File: config.mk
export PLATFORM = sky130hd
export DESIGN_NAME = rvx_core_data_memory_unit
export DESIGN_NICKNAME = d
export VERILOG_FILES = /design/src/rtl/rvx_core_data_memory_unit_pkg.sv /design/src/rtl/rvx_core_store_unit.sv /design/src/rtl/rvx_core_data_memory_unit.sv
export SDC_FILE = /design/constraint.sdc
export NUM_CORES = 1
export LEC_CHECK = 0
export CORE_MARGIN = 4
export CORE_UTILIZATION = 42
export CTS_CLUSTER_DIAMETER = 100
export DETAILED_ROUTE_END_ITERATION = 16
export GPL_ROUTABILITY_DRIVEN = 0
export PLACE_DENSITY = 0.77
export SLEW_MARGIN = 20
export SYNTH_ARGS = -nofsm -noshare
export SYNTH_HDL_FRONTEND = slang
export SYNTH_HIERARCHICAL = 1
export SYNTH_SLANG_ARGS = --single-unit
File: constraint.sdc
create_clock -name clock -period 2.5 [get_ports clock]
set_clock_uncertainty 0.15 [all_clocks]
set_input_delay 0.5 -clock clock [delete_from_list [all_inputs] [get_ports clock]]
set_output_delay 0.5 -clock clock [all_outputs]
set_load 0.02 [all_outputs]
File: src/rtl/rvx_core_data_memory_unit_pkg.sv
// Shared constants for the RVX data-memory unit: access-size codes,
// FSM state encoding and the alignment rule used when issuing requests.
package rvx_core_data_memory_unit_pkg;

  localparam logic [1:0] RVX_LOAD_SIZE_BYTE = 2'b00;
  localparam logic [1:0] RVX_LOAD_SIZE_HALF = 2'b01;
  localparam logic [1:0] RVX_LOAD_SIZE_WORD = 2'b10;

  typedef enum logic [1:0] {
    RVX_MEM_STATE_IDLE     = 2'b00,
    RVX_MEM_STATE_REQUEST  = 2'b01,
    RVX_MEM_STATE_RESPONSE = 2'b10
  } rvx_mem_state_e;

  // Half accesses need an even address, word accesses a multiple of four.
  function automatic logic rvx_is_misaligned(input logic [1:0] size, input logic [1:0] offset);
    logic result;
    result = 1'b0;
    if (size == RVX_LOAD_SIZE_HALF) result = offset[0];
    else if (size == RVX_LOAD_SIZE_WORD) result = |offset;
    return result;
  endfunction

endpackage

File: src/rtl/rvx_core_store_unit.sv
// Store lane replication: builds byte enables and replicated write data
// so the bus sees the store value on every lane the strobe can select.
module rvx_core_store_unit
  import rvx_core_data_memory_unit_pkg::*;
(
  input  logic [1:0]  access_size_i,
  input  logic [1:0]  byte_offset_i,
  input  logic [31:0] store_data_i,
  output logic [3:0]  write_strobe_o,
  output logic [31:0] write_data_o
);

  // Strobe selects the addressed lanes; data is copied into all lanes.
  always_comb begin
    write_strobe_o = 4'b1111;
    write_data_o   = store_data_i;
    case (access_size_i)
      RVX_LOAD_SIZE_BYTE: begin
        write_strobe_o = 4'b0001 << byte_offset_i;
        write_data_o   = {4{store_data_i[7:0]}};
      end
      RVX_LOAD_SIZE_HALF: begin
        write_strobe_o = 4'b0011 << {byte_offset_i[1], 1'b0};
        write_data_o   = {2{store_data_i[15:0]}};
      end
      default: ;
    endcase
  end

endmodule

File: src/rtl/rvx_core_data_memory_unit.sv
// Data-memory request unit: alignment check, request/response bus FSM,
// pipeline stall generation and stage-2 capture of load data and fields.
module rvx_core_data_memory_unit
  import rvx_core_data_memory_unit_pkg::*;
(
  input  logic        clock,
  input  logic        reset_n,
  input  logic        load_request_s1,
  input  logic        store_request_s1,
  input  logic [1:0]  access_size_s1,
  input  logic        load_unsigned_s1,
  input  logic [31:0] target_address_s1,
  input  logic [31:0] store_data_s1,
  output logic [31:0] mem_address,
  output logic        mem_read_request,
  output logic        mem_write_request,
  output logic [31:0] mem_write_data,
  output logic [3:0]  mem_write_strobe,
  input  logic        mem_request_ready,
  input  logic [31:0] mem_read_data,
  input  logic        mem_response_valid,
  output logic        stall_mem,
  output logic        misaligned_load,
  output logic        misaligned_store,
  output logic [31:0] read_data_s2,
  output logic [1:0]  load_size_s2,
  output logic        load_unsigned_s2,
  output logic [1:0]  target_address_1_0_s2
);

  rvx_mem_state_e state_q, state_d;

  logic [31:0] mem_address_q;
  logic [31:0] mem_write_data_q;
  logic [3:0]  mem_write_strobe_q;
  logic        is_write_q;
  logic [31:0] read_data_q;
  logic [1:0]  load_size_q;
  logic        load_unsigned_q;
  logic [1:0]  offset_q;

  logic        any_request;
  logic        misaligned;
  logic        in_idle;
  logic        aligned_request;
  logic        response_done;
  logic        stall_int;
  logic [3:0]  store_strobe;
  logic [31:0] store_data;

  rvx_core_store_unit u_store_unit (
    .access_size_i  (access_size_s1),
    .byte_offset_i  (target_address_s1[1:0]),
    .store_data_i   (store_data_s1),
    .write_strobe_o (store_strobe),
    .write_data_o   (store_data)
  );

  // Request qualification and stall; a response completes either in
  // RESPONSE or, on a zero-wait bus, in the REQUEST cycle itself.
  always_comb begin
    any_request     = load_request_s1 | store_request_s1;
    misaligned      = rvx_is_misaligned(access_size_s1, target_address_s1[1:0]);
    in_idle         = (state_q == RVX_MEM_STATE_IDLE);
    aligned_request = in_idle & any_request & ~misaligned;
    response_done   = mem_response_valid &
                      ((state_q == RVX_MEM_STATE_RESPONSE) |
                       ((state_q == RVX_MEM_STATE_REQUEST) & mem_request_ready));
    stall_int       = (~in_idle & ~response_done) | aligned_request;
  end

  // Next-state logic for the single-outstanding bus transaction.
  always_comb begin
    state_d = state_q;
    case (state_q)
      RVX_MEM_STATE_IDLE: begin
        if (aligned_request) state_d = RVX_MEM_STATE_REQUEST;
      end
      RVX_MEM_STATE_REQUEST: begin
        if (mem_request_ready) begin
          state_d = mem_response_valid ? RVX_MEM_STATE_IDLE : RVX_MEM_STATE_RESPONSE;
        end
      end
      RVX_MEM_STATE_RESPONSE: begin
        if (mem_response_valid) state_d = RVX_MEM_STATE_IDLE;
      end
      default: state_d = RVX_MEM_STATE_IDLE;
    endcase
  end

  // State register; reset abandons any outstanding transaction.
  always_ff @(posedge clock or negedge reset_n) begin
    if (!reset_n) state_q <= RVX_MEM_STATE_IDLE;
    else          state_q <= state_d;
  end

  // Bus request fields are captured once at issue and held until done.
  always_ff @(posedge clock or negedge reset_n) begin
    if (!reset_n) begin
      mem_address_q      <= 32'h0;
      mem_write_data_q   <= 32'h0;
      mem_write_strobe_q <= 4'h0;
      is_write_q         <= 1'b0;
    end else if (aligned_request) begin
      mem_address_q      <= {target_address_s1[31:2], 2'b00};
      mem_write_data_q   <= store_request_s1 ? store_data : 32'h0;
      mem_write_strobe_q <= store_request_s1 ? store_strobe : 4'h0;
      is_write_q         <= store_request_s1;
    end
  end

  // Stage-2 capture: read word on load completion, fields whenever the
  // pipeline advances.
  always_ff @(posedge clock or negedge reset_n) begin
    if (!reset_n) begin
      read_data_q     <= 32'h0;
      load_size_q     <= RVX_LOAD_SIZE_WORD;
      load_unsigned_q <= 1'b0;
      offset_q        <= 2'b00;
    end else begin
      if (response_done && !is_write_q) read_data_q <= mem_read_data;
      if (!stall_int) begin
        load_size_q     <= access_size_s1;
        load_unsigned_q <= load_unsigned_s1;
        offset_q        <= target_address_s1[1:0];
      end
    end
  end

  // Combinational outputs are forced low while reset is asserted.
  always_comb begin
    stall_mem         = reset_n & stall_int;
    misaligned_load   = reset_n & in_idle & load_request_s1 & misaligned;
    misaligned_store  = reset_n & in_idle & store_request_s1 & misaligned;
    mem_read_request  = (state_q == RVX_MEM_STATE_REQUEST) & ~is_write_q;
    mem_write_request = (state_q == RVX_MEM_STATE_REQUEST) & is_write_q;
  end

  assign mem_address           = mem_address_q;
  assign mem_write_data        = mem_write_data_q;
  assign mem_write_strobe      = mem_write_strobe_q;
  assign read_data_s2          = read_data_q;
  assign load_size_s2          = load_size_q;
  assign load_unsigned_s2      = load_unsigned_q;
  assign target_address_1_0_s2 = offset_q;

endmodule

**Run 1: clock routing**

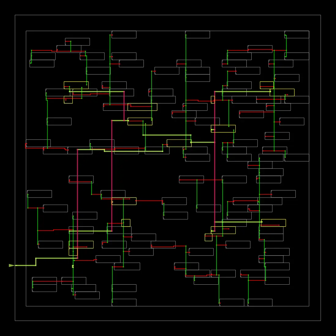
CTS Buf Count: 9
# clk buffers: 11
Latency at later pin: 340 ps
Num Clock Sinks: 106

**Run 1: where the registers sit**

Bar = 20 µm. Other sequential cells in the stronger grey, the rest of the logic in the fainter grey.
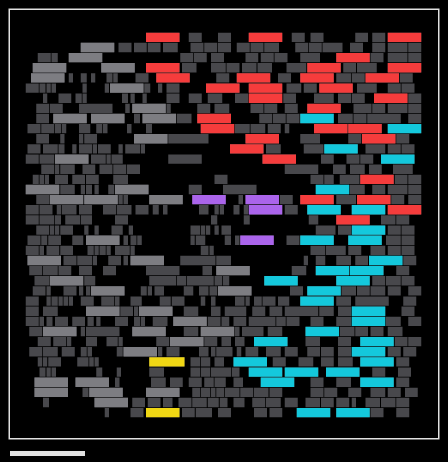
Key: load_size_s2 = yellow [placed flops 2]; mem_write_strobe = purple [placed flops 4, where centre]; read_data_s2 = cyan [placed flops 32]; mem_address = red [placed flops 30]
Another 38 sequential cells are not coloured.
register area: 0.00265 mm²
P_seq: 3010 µW
fraction of area in registers: 36.1%
final core occ: 67.0%

**Run 1: wire density map**

23 x 23 tiles, from dark purple (low) to yellow (high), scaled to the fullest tile. Values are wire area over tile area, all layers added.
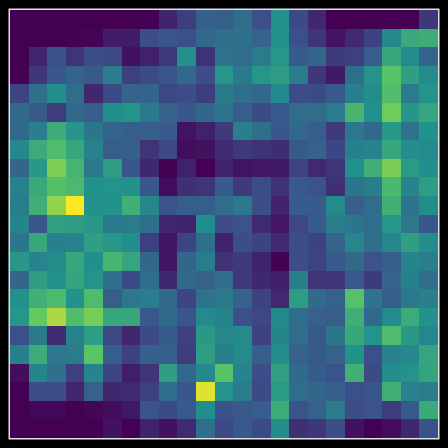
The emptiest ninth of the die: centre. The mean over all tiles is 0.17. 20% of the tiles are over half the peak. The densest ninth of the die: west. The fullest tile reaches 0.50. 6.4% of the tiles are nearly empty.
Global Route Usage Sum: 20.4%
routed length per instance: 17.8 µm
final WL: 13300 µm
vias: 3660

**Run 1: routed metal, one colour a layer**

Two of the layers only.
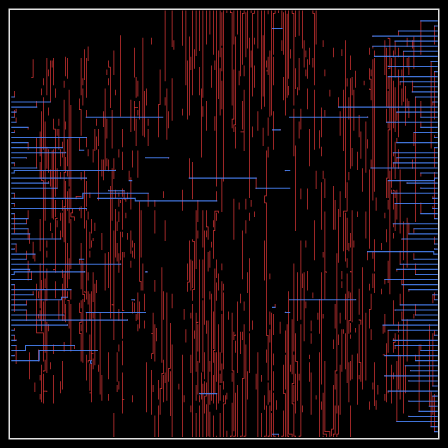
Key: met2 = red [wire length 6360 µm]; met3 = blue [wire length 1300 µm]

==> impl_metrics.csv, run 1 <==
group,metric,value,unit
critical_path,r2r_cells,6,
cells_and_area,n_all_buffers,233,
logic_synthesis,yosysChipArea,0.00479,mm²
outcome,outcome,"finished clean",
die,chipArea,0.0132,mm²
logic_synthesis,yosysMostFrequentCell,"dfrtp_1",
die,rows,38,
cells_and_area,comb_area,0.00190,mm²
pwr,p_leak,0.00318,µW
global_route,grt-ovfl-total,0,
pwr,peakVddDrop,0.838,mV
cells_and_area,layout.cells.most_common,"clkdlybuf4s50_1",
route,top_layer,"met4",
critical_path,reg2reg_from,"state_q[1]$_DFFE_PN0P_",
die,fp_util,43.6,%
logic_synthesis,synth_stat.cells,389,
route,drtPass1Iterations,4,
cells_and_area,flops,106,
flow_run,warning_count,27,
placed_design,place_ws,-523,ps
cells_and_area,fin_nets,707,
logic_synthesis,logic_family,"multiplexers",
cells_and_area,lay_top_cells,"clkdlybuf4s50_1 (205), dfrtp_1 (105), nand2_1 (80)",
route,antenna_left,0,
logic_synthesis,ys_sh_aoi,7.06,%
pwr,sw_frac_of_total,35.9,%
pwr,maxPowerGroup,"combinational logic",
cells_and_area,inverters,3,
clock_tree,root_buffer,"clkbuf_16",
cells_and_area,buf_share,31.4,%
cells_and_area,comb_cells,249,
critical_path,critPathCapture,"stall_mem",
critical_path,crit_family,"simple AND/OR/NAND/NOR gates",
cells_and_area,drive_gt1_share,22.7,%
critical_path,path_depth,6,
logic_synthesis,ys_sh_mux,22.8,%
critical_path,crit_fanout,2,
die,design.portCount,215,
logic_synthesis,ys_sh_xor,0.183,%
timing,finalHoldViolations,0,
critical_path,crit_arrival,1830,ps
critical_path,path_buffers,2,
timing,max_freq,404,MHz
==> run 2, diff against run 1 <==
--- a/config.mk
+++ b/config.mk
@@ -11,7 +11,6 @@
 export DETAILED_ROUTE_END_ITERATION = 16
 export GPL_ROUTABILITY_DRIVEN = 0
 export PLACE_DENSITY = 0.77
-export SLEW_MARGIN = 20
 export SYNTH_ARGS = -nofsm -noshare
 export SYNTH_HDL_FRONTEND = slang
 export SYNTH_HIERARCHICAL = 1
**Run 2: wire density map**

23 x 23 tiles, from dark purple (low) to yellow (high), scaled to the fullest tile. Values are wire area over tile area, all layers added.
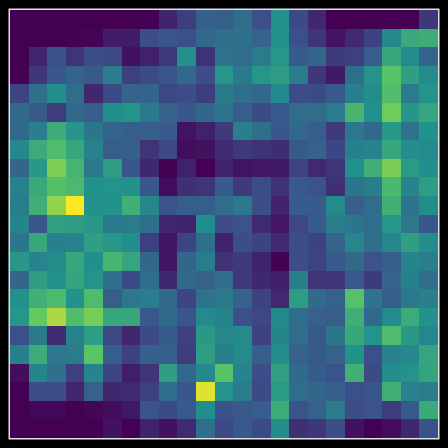
20% of the tiles are over half the peak. The mean over all tiles is 0.17. The emptiest ninth of the die: centre. The densest ninth of the die: west. 6.4% of the tiles are nearly empty. The fullest tile reaches 0.50.

**Run 2: clock routing**

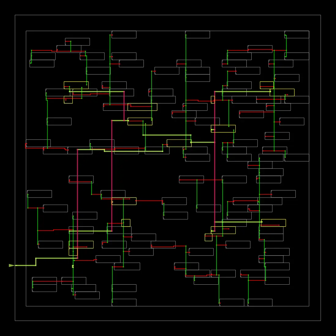
flip-flops: 106
clk pwr: 1440 µW

**Run 2: placement density heat map**

Bar = 20 µm. 11 x 11 tiles, from dark purple (low) to yellow (high), 0 to 100% covered.
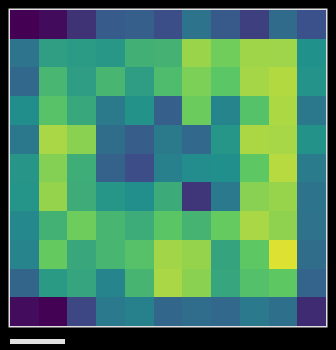
The mean over all tiles is 55%. 1.7% of the tiles are nearly empty. 23% of the tiles are over 75% full. The fullest tile reaches 95%.
core box area: 0.0110 mm²
initial core utilization: 43.6%

==> run 2 against run 1 <==
Net effect:
- critical path depth is the same
- global-route usage is the same
- maximum frequency is the same
- die size is the same
- area after synthesis is the same
- sequential power is essentially flat
- total power is the same
- non-clock buffer count is the same
- count of clock-buffer cells in the layout is the same
- flip-flop count is the same
- combinational power is essentially flat
- final area is the same
- critical endpoint unchanged
- largest power group unchanged
- highest routed layer unchanged
==> impl_metrics.csv, run 2 <==
group,metric,value,unit
outcome,outcome,"finished clean",
critical_path,critPathCapture,"stall_mem",
critical_path,reg2reg_from,"state_q[1]$_DFFE_PN0P_",
cells_and_area,fin_nets,707,
route,wire_per_inst,17.8,µm
cells_and_area,layout.cells.most_common,"clkdlybuf4s50_1",
logic_synthesis,flop_cell,"dfrtp_1",
critical_path,crit_arrival,1830,ps
placed_design,post-dp-hpwl,10100,µm
critical_path,r2r_cells,6,
cells_and_area,ff_latch_area,0.00265,mm²
logic_synthesis,synth_stat.cells,389,
route,vias,3660,
cells_and_area,buf_share,31.4,%
route,wl_met3,1300,µm
global_route,grt-ovfl-total,0,
critical_path,path_depth,6,
global_route,grt_usage,20.4,%
cells_and_area,final_core_util,67.0,%
clock_tree,root_buffer,"clkbuf_16",
cells_and_area,comb_area,0.00190,mm²
logic_synthesis,yosysMostFrequentCell,"dfrtp_1",
die,nWellTaps,140,
clock_tree,cts.sinks,106,
die,rows,38,
logic_synthesis,yosysChipArea,0.00479,mm²
die,design.portCount,215,
die,chipArea,0.0132,mm²
logic_synthesis,logic_family,"multiplexers",
cells_and_area,comb_cells,249,
placed_design,place_ws,-523,ps
clock_tree,insertion_delay,340,ps
logic_synthesis,ys_sh_aoi,7.06,%
clock_tree,numCtsBuffers,9,
cells_and_area,lay_top_cells,"clkdlybuf4s50_1 (205), dfrtp_1 (105), nand2_1 (80)",
route,drtPass1Iterations,4,
pwr,p_leak,0.00318,µW
placed_design,port_buffers,212,
critical_path,path_buffers,2,
pwr,peakVddDrop,0.838,mV
cells_and_area,inverters,3,
logic_synthesis,ys_sh_mux,22.8,%
timing,finalHoldViolations,0,
route,top_layer,"met4",
logic_synthesis,ys_sh_xor,0.183,%
critical_path,cp-start-kind,"input pin",
flow_run,warning_count,27,
pwr,sw_frac_of_total,35.9,%
critical_path,crit_fanout,2,
timing,max_freq,404,MHz
Power is estimated from default activity; no workload was simulated.
